## src/rtl/serial_tx_pkg.sv

```systemverilog
// serial_tx_pkg: shared defaults and transmitter state type
package serial_tx_pkg;
  localparam int DATA_W_DEF = 8;
  localparam int FIFO_DEPTH_DEF = 4;
  typedef enum logic [2:0] {IDLE, START, DATA, PARITY, STOP} tx_state_t;
endpackage

```

## src/rtl/sync_fifo.sv

```systemverilog
// sync_fifo: power-of-two word buffer, a pop frees a slot for a same-cycle push
module sync_fifo #(
  parameter int WIDTH = 8,
  parameter int DEPTH = 4
) (
  input  logic             clk,
  input  logic             reset_n,
  input  logic             push,
  input  logic             pop,
  input  logic [WIDTH-1:0] wr_data,
  output logic [WIDTH-1:0] rd_data,
  output logic             full,
  output logic             empty
);
  localparam int AW = $clog2(DEPTH);
  logic [WIDTH-1:0] mem [DEPTH];
  logic [AW:0] wr_ptr, rd_ptr;
  logic do_push, do_pop;
  assign empty = wr_ptr == rd_ptr;
  assign full = (wr_ptr ^ rd_ptr) == {1'b1, {AW{1'b0}}};
  assign do_pop = pop && !empty;
  assign do_push = push && (!full || do_pop);
  assign rd_data = mem[rd_ptr[AW-1:0]];
  always_ff @(posedge clk or negedge reset_n) begin
    if (!reset_n) begin
      wr_ptr <= '0;
      rd_ptr <= '0;
    end else begin
      if (do_push) wr_ptr <= wr_ptr + 1'b1;
      if (do_pop) rd_ptr <= rd_ptr + 1'b1;
    end
  end
  always_ff @(posedge clk) begin
    if (do_push) mem[wr_ptr[AW-1:0]] <= wr_data;
  end
endmodule

```

## src/rtl/serial_transmitter.sv

```systemverilog
// serial_transmitter: collects LSB-first words from data_in, buffers them and
// sends each as start, data, even parity, stop on a registered serial line
import serial_tx_pkg::*;
module serial_transmitter #(
  parameter int DATA_W = DATA_W_DEF,
  parameter int FIFO_DEPTH = FIFO_DEPTH_DEF
) (
  input  logic clk,
  input  logic reset_n,
  input  logic data_in,
  output logic serial_out
);
  localparam int BW = $clog2(DATA_W);
  tx_state_t state, state_n;
  logic [BW-1:0] cnt, bidx, bidx_n;
  logic [DATA_W-2:0] shreg;
  logic [DATA_W-1:0] word, word_n, head;
  logic word_done, wr_en, pop, full, empty, out_n;
  assign word_done = cnt == BW'(DATA_W - 1);
  assign wr_en = word_done && (!full || pop);
  // The top data bit goes straight to the FIFO, so only DATA_W-1 bits are held
  always_ff @(posedge clk or negedge reset_n) begin
    if (!reset_n) begin
      shreg <= '0;
      cnt <= '0;
    end else begin
      if (!word_done) shreg[cnt] <= data_in;
      cnt <= word_done ? '0 : cnt + 1'b1;
    end
  end
  sync_fifo #(.WIDTH(DATA_W), .DEPTH(FIFO_DEPTH)) u_fifo (
    .clk(clk),
    .reset_n(reset_n),
    .push(wr_en),
    .pop(pop),
    .wr_data({data_in, shreg}),
    .rd_data(head),
    .full(full),
    .empty(empty)
  );
  always_ff @(posedge clk or negedge reset_n) begin
    if (!reset_n) begin
      state <= IDLE;
      bidx <= '0;
      word <= '0;
      serial_out <= 1'b1;
    end else begin
      state <= state_n;
      bidx <= bidx_n;
      word <= word_n;
      serial_out <= out_n;
    end
  end
  // out_n is the line level for the state being entered, keeping serial_out registered
  always_comb begin
    state_n = state;
    bidx_n = bidx;
    word_n = word;
    pop = 1'b0;
    out_n = 1'b1;
    case (state)
      IDLE, STOP: begin
        pop = !empty;
        word_n = empty ? word : head;
        state_n = empty ? IDLE : START;
        out_n = empty;
      end
      START: begin
        state_n = DATA;
        bidx_n = '0;
        out_n = word[0];
      end
      DATA: begin
        if (bidx == BW'(DATA_W - 1)) begin
          state_n = PARITY;
          out_n = ^word;
        end else begin
          bidx_n = bidx + 1'b1;
          out_n = word[bidx_n];
        end
      end
      PARITY: state_n = STOP;
      default: state_n = IDLE;
    endcase
  end
endmodule

```

## config.mk

```make
export PLATFORM = sky130hd
export DESIGN_NAME = serial_transmitter
export DESIGN_NICKNAME = d
export VERILOG_FILES = /design/src/rtl/serial_tx_pkg.sv /design/src/rtl/sync_fifo.sv /design/src/rtl/serial_transmitter.sv
export SDC_FILE = /design/constraint.sdc
export NUM_CORES = 1
export LEC_CHECK = 0
export CORE_MARGIN = 3
export CORE_UTILIZATION = 55
export DETAILED_ROUTE_END_ITERATION = 7
export HOLD_SLACK_MARGIN = 0.03
export MAX_ROUTING_LAYER = met4
export PLACE_DENSITY = 0.72
export SLEW_MARGIN = 20
export SYNTH_ARGS = -nofsm -noshare
export SYNTH_HDL_FRONTEND = slang
export SYNTH_HIERARCHICAL = 1
export SYNTH_SLANG_ARGS = --single-unit
```

## constraint.sdc

```tcl
create_clock -name clk -period 2.4 [get_ports clk]
set_input_delay 0.36 -clock clk [delete_from_list [all_inputs] [get_ports clk]]
set_output_delay 0.36 -clock clk [all_outputs]
set_load 0.005 [all_outputs]
```

==> run_1/clock_map.png <==
Scale: 8 px per um.
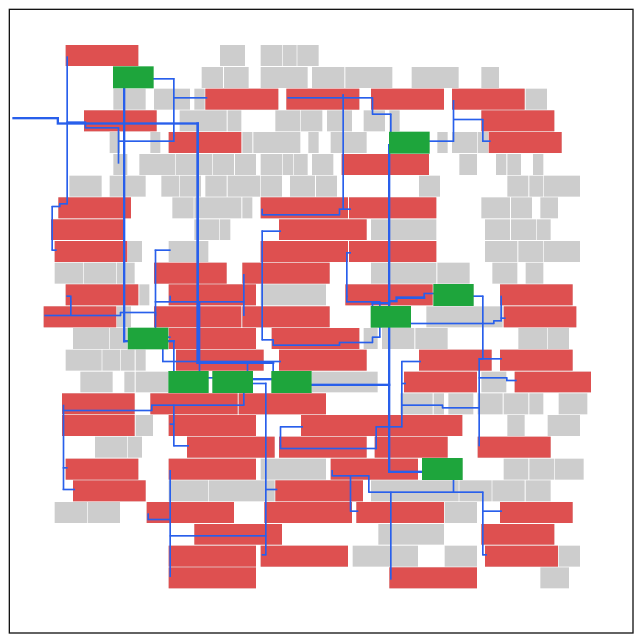
Green is cells driving clock nets, count 9. Red is flip-flops, count 63. Blue is clock wires, length 695 um.
There are 10 routed clock nets. Position of the flops: spread over the die.
clk_skew: 0.00439 ns
worst skew pair latency: 0.32 ns
Clock Power Share: 43.4%
clock-net power: 0.898 mW

==> run_1/pdn.png <==
Scale: 6 px per um. Pins as bars on the die edge.
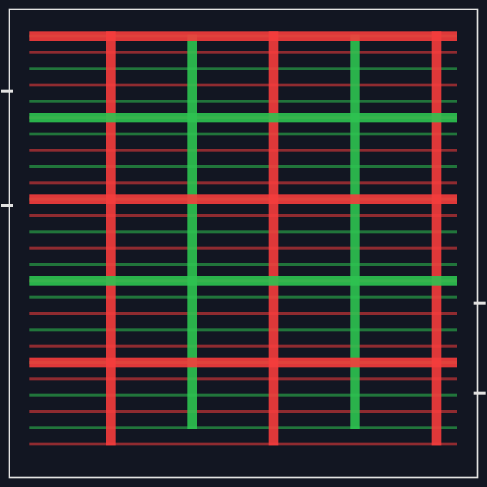
Green is VDD. Red is VSS.
5 straps on met5. The core has 25 rows. 5 straps on met4.
Die Ht: 77.8 um
core area: 4850 um^2
chip width: 77.8 um
worst ir drop on vdd: 0.000456 V

==> run_1/density.png <==
Scale: 4 px per um. The die is cut into 8 by 8 equal tiles; white is low, dark blue is high, 0 to 100% covered.
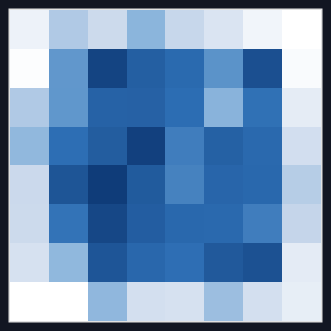
The densest ninth of the die: middle. The mean over all tiles is 52%. 38% of the tiles are over 75% full. The fullest tile reaches 95%. 6.2% of the tiles are nearly empty.
post-layout util: 66.1%
Initial Utilization: 58.5%

==> results.ini, run 1 <==
[detailed_routing]
wl_per_cell_um = 17.7
dr_wl_met2_um = 2480
wl_met3_um = 122
wl_met1_um = 2050
detail_route.vias_per_cell = 5.84
detail-route-antenna-nets = 0
first_iter_violations = 59
vias = 1578
highest_layer = met4
firstDrtPassIters = 4
routed_wl_um = 4790
drc_errors = 0

[synthesis]
adder_share_pct = 3.97
aoi_share_pct = 6.53
avgSynthCellArea_um2 = 15.5
ys_sh_xor_pct = 4.02
netlist.area_leader.share_pct = 33.9
synthCells = 183
ys.flop_type = edfxtp_1
ys_cells = 183
synthesis.area_um2 = 2830
topCombFamilyByArea = multiplexers
ys_sh_simple_pct = 7.02
ys_types = 42
ys_warn_count = 6
yosys_area_um2 = 2830
ys_top_cells_by_area = edfxtp_1, dfrtp_1, mux2_2
synth_top_cell_by_area = edfxtp_1
ys_seq_share_pct = 61.3
edf_count = 32
ys_ff = 63
fp_nets = 195
mux_share_pct = 15.2
async_reset_ff_share_pct = 49.2
post-synth-top-count-cell = edfxtp_1
common_cells = edfxtp_1, dfrtp_1, mux2_2

[layout]
fin_cells = 270
diodes = 0
stdcell_area_um2 = 3200
area_growth_pct = 13.1
layout_top_cell = edfxtp_1
final_cell_mix = edfxtp_1, dfrtp_1, mux2_2
finalNetCount = 210
drive_above_1_share_pct = 29.6

[worst_setup_path]
path_max_fanout = 8
path_depth = 5
regToRegStartpoint = u_fifo/wr_ptr[2]
critPathLaunch = u_fifo/wr_ptr[2]
r2r-end = u_fifo/mem[0][1]
crit_chain = xor2_2 > nor3_4 > nor3_4 > or4_4 > and3_2
startpoint_type = flop
cp.required_ns = 2.46
end_kind = flop
worst_path_max_delay_cell = or4_4
worstPathArrival_ns = 2.26
cp_num_buf_inv = 0
crit_top_cell = nor3_4
critPathTopFamily = simple AND/OR/NAND/NOR gates
max_stage_delay_ns = 0.55
reg2reg_slack_ns = 0.20
cp-endpoint = u_fifo/mem[0][1]
r2r_cells = 5
path_class = reg2reg

[clock_tree]
post_cts_buffers = 0
cts_buffer_depth = 2
numCtsBuffers = 9
cts_root_buf = clkbuf_8
cts_tree = built
holdBufCountCts = 0
clock_sinks = 63
htreeDepth = 3
cts.clk_slew.worst_paths_ns = 0.06

[power_and_ir_drop]
total_power_mw = 2.07
power.leakage_nw = 1.20
p_per_area_nw_per_um2 = 646

[die]
placementRows = 25
chipArea_um2 = 6050
ios = 4

[global_routing]
grtUsageMet3_pct = 3.83
grtUsageMet1_pct = 21.9
busiest_layer = met2
overflow = 0
antenna_found_initial = 0
grt_max_degree = 32
grt_use_met2_pct = 30.1
grt.total_usage_pct = 18.6
grt_pass1_vias = 1679
grt_pass1_wl_um = 8220

[final_timing]
hold_slack_ns = 0.423
worstMarginPinSlew_ns = 0.458
fmax_mhz = 454
grt_setup_unrepaired = false
worst_slack_ns = 0.196
setup_viol = 0
slew_headroom_pct = 69.2
slew_violations = 0
finalSetupTns_ns = 0
hold_violations = 0
period_needed_ns = 2.20
period_used_pct = 91.8

[flow_run]
max-cap-violations = 0
warnings = 30

[run_status]
status = complete, no violations

[place]
hpwl_um = 3400
pre_cts_slack_ns = 0.108
io_buffer_count = 3
placed_cell_area_um2 = 2980
gp_congestion = 0.912
dp_cells = 254

[hold_path]
hold_class = in2async

run 1: power breakdown:
group	switching (mW)	internal (mW)
Combinational	0.0135	0.00817
Clock	0.368	0.530
Sequential	0.00830	1.14
run 1: sequential cells by signal, indices dropped and copies added (netlist names):
register	count
serial_out	1
shreg	7
state	3
cnt	3
u_fifo/rd_ptr	3
u_fifo/wr_ptr	3
bidx	3
word	8
u_fifo/mem	32
run 1: timing repair:
| item | 4_1_cts | 5_1_grt |
|---|---|---|
| hold endpoints to repair | 0 | 0 |
| endpoints found under the setup margin | 0 | 8 |
| gates resized | 0 | 4 |
run 1: final cells by class:
class,instances,area [um^2]
flip-flops and latches,63,1740
multi-input cells,108,1080
repair buffers,10,82.6
inverters,6,22.5
clock buffers,12,155
well taps,67,83.8
fillers,350,1640
clock inverters,4,43.8
==> run_1/metal_stack.png <==
Scale: 8 px per um. Two of the layers only.
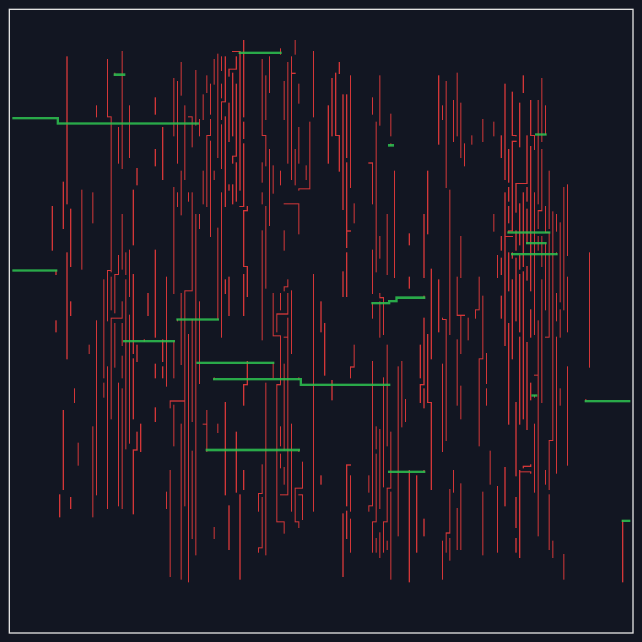

## Run 2: what changed since run 1
- CORE_UTILIZATION: 55 -> 50
- PLACE_DENSITY: 0.72 -> 0.66
- SLEW_MARGIN: 20 -> unset
==> run_2/metal_stack.png <==
Scale: 8 px per um. Two of the layers only.
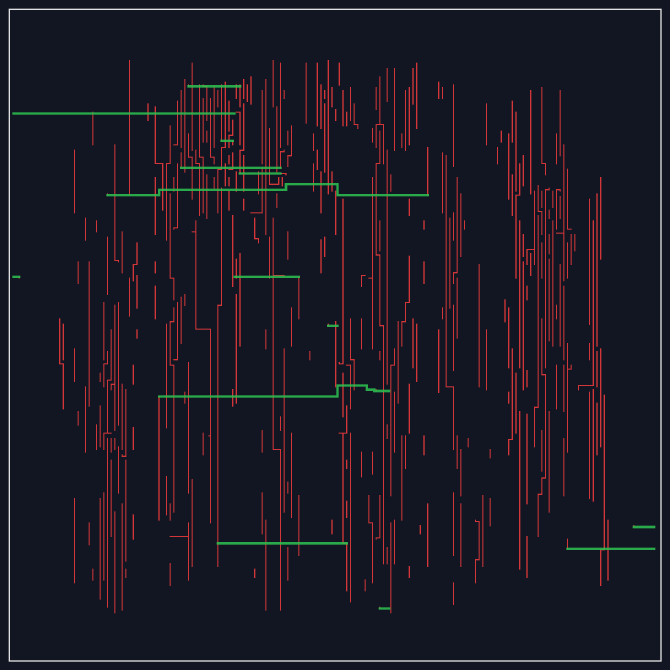
Green is met3, wire length 167 um. Red is met2, wire length 2400 um.
wire per inst: 17.5 um
routed wire length: 4750 um

==> run_2/pdn.png <==
Scale: 6 px per um. Pins as bars on the die edge.
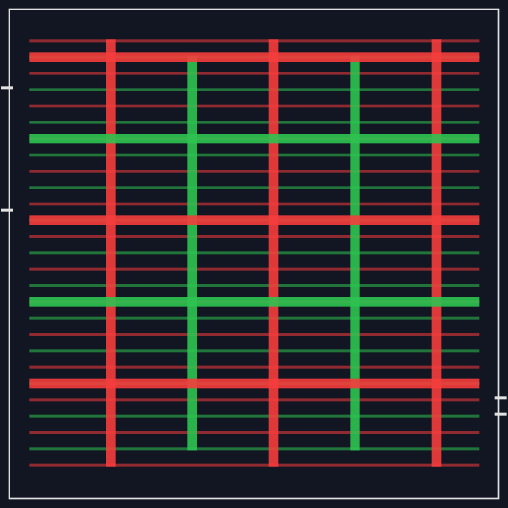
Green is VDD. Red is VSS.
5 straps on met4. The core has 26 rows. 5 straps on met5. 27 met1 rails follow the rows. 4 signal pins sit on the boundary.
Die Ht: 81.3 um
worst ir drop on vdd: 0.000421 V

==> results.ini, run 2 <==
[detailed_routing]
highest_layer = met4
drc_errors = 0  ; unchanged
firstDrtPassIters = 5  ; +1
first_iter_violations = 82  ; +39%
wl_met1_um = 2110  ; +3.0%
wl_met3_um = 166  ; +36%
dr_wl_met2_um = 2400  ; -3.2%
detail-route-antenna-nets = 0  ; unchanged

[worst_setup_path]
critPathLaunch = u_fifo/wr_ptr[1]
r2r_cells = 7  ; +2
regToRegStartpoint = u_fifo/wr_ptr[1]
cp_num_buf_inv = 1  ; +1
path_max_fanout = 8  ; unchanged
startpoint_type = flop
end_kind = flop
cp.required_ns = 2.43  ; -0.03 ns
path_class = reg2reg
cp-endpoint = u_fifo/mem[3][7]
reg2reg_slack_ns = 0.20  ; about the same
worst_path_max_delay_cell = dfrtp_1
path_depth = 7  ; +2
crit_chain = xor2_1 > nor3_4 > nor3_4 > o21a_1 > and2_1 > o41ai_2 > inv_2

[flow_run]
max-cap-violations = 0  ; unchanged

[layout]
buffers_excl_clock = 9  ; -1
seq_share_pct = 54.9  ; +0.64 points
area_growth_pct = 11.7
comb_area_share_pct = 33.6  ; -0.075 points
final_cell_mix = edfxtp_1, dfrtp_1, mux2_2
largest_class = registers
largest_reg_flops = 32  ; unchanged
diodes = 0  ; unchanged
inv_count = 6  ; unchanged
layout_top_cell = edfxtp_1
drive_above_1_share_pct = 27.7  ; -1.8 points
stdcell_area_um2 = 3170  ; -1.2%
fillers = 395  ; +13%
clk_share_pct = 5.69  ; -0.52 points
utilization_pct = 59.7  ; -6.4 points

[final_timing]
period_used_pct = 91.6  ; -0.29 points
hold_violations = 0  ; unchanged
skew_ns = 0.00667  ; +0.00228 ns
slew_headroom_pct = 65.1  ; -4.2 points
period_needed_ns = 2.20  ; -0.00695 ns
worstMarginPinSlew_ns = 0.520  ; +0.0625 ns
slew_violations = 0  ; unchanged
worst_slack_ns = 0.203  ; +0.00695 ns
finalSetupTns_ns = 0  ; unchanged
grt_setup_unrepaired = false
fmax_mhz = 455  ; +0.32%
setup_viol = 0  ; unchanged

[synthesis]
post-synth-top-count-cell = edfxtp_1
synthCells = 183  ; unchanged
ys_top_cells_by_area = edfxtp_1, dfrtp_1, mux2_2
ys_ff = 63  ; unchanged
yosys_area_um2 = 2830  ; unchanged
ys.flop_type = edfxtp_1
synth_top_cell_by_area = edfxtp_1
ys_warn_count = 6  ; unchanged
fp_nets = 195  ; unchanged
ys_cells = 183  ; unchanged
ys_seq_share_pct = 61.3  ; unchanged
common_cells = edfxtp_1, dfrtp_1, mux2_2
edf_count = 32  ; unchanged
avgSynthCellArea_um2 = 15.5  ; unchanged
netlist.area_leader.share_pct = 33.9  ; unchanged

[clock_tree]
post_cts_buffers = 0  ; unchanged
holdBufCountCts = 0  ; unchanged
cts_tree = built
cts_buffer_depth = 2  ; unchanged
numCtsBuffers = 9  ; unchanged
clock_sinks = 63  ; unchanged

[place]
pre_cts_slack_ns = 0.0467  ; -0.0614 ns
gp_congestion = 0.828  ; -9.2%
hpwl_um = 3350  ; -1.3%
dp_cells = 256  ; +0.79%

[power_and_ir_drop]
p_comb_share_pct = 1.1  ; about the same
switchingPower_mw = 0.401  ; +2.6%
total_power_mw = 2.02  ; -2.3%
internal_power_mw = 1.62  ; -3.5%
p_sw_share_pct = 19.8  ; +0.96 points

[global_routing]
grtUsageMet3_pct = 4.99  ; +1.2 points
grt.total_usage_pct = 17.8  ; -0.83 points
grt_pass1_vias = 1654  ; -1.5%
overflow = 0  ; unchanged
grtUsageMet1_pct = 21.5  ; -0.36 points
busiest_layer = met2
grt_max_degree = 32  ; unchanged
antenna_found_initial = 0  ; unchanged

[hold_path]
hold_class = in2async

[die]
placementRows = 26  ; +4.0%
ios = 4  ; unchanged
chipArea_um2 = 6610  ; +9.2%
die_x_um = 81.3  ; +4.5%

[run_status]
status = complete, no violations

run 2: cell types whose count changed in the layout (fill, tap and decap cells not counted), sizes merged:
cell	delta
clkinv	+1
buf	-1
clkbuf	-1
run 2: kinds of logic (layout without fill, tap and decap cells):
kind of cell    after synthesis  in the layout  share of synthesized area (%)
compound gates               23             23                           6.53
flops                        63             63                           61.3
buf+inv                      12             31                           1.94
xor+xnor                     13             13                           4.02
mux                          29             29                           15.2
simple gates                 34             34                           7.02
fa+ha+maj                     9              9                           3.97
run 2: power groups by stage:
stage               registers (mW)  clock network (mW)  logic [mW]
CTS                           1.15               0.876      0.0230
global route                  1.15               0.929      0.0254
detailed placement            1.17                   0      0.0229
finish                        1.15               0.850      0.0218
global placement              1.17                   0      0.0220
floorplan                     1.17                   0     0.00519
Power is estimated from default activity; no workload was simulated.
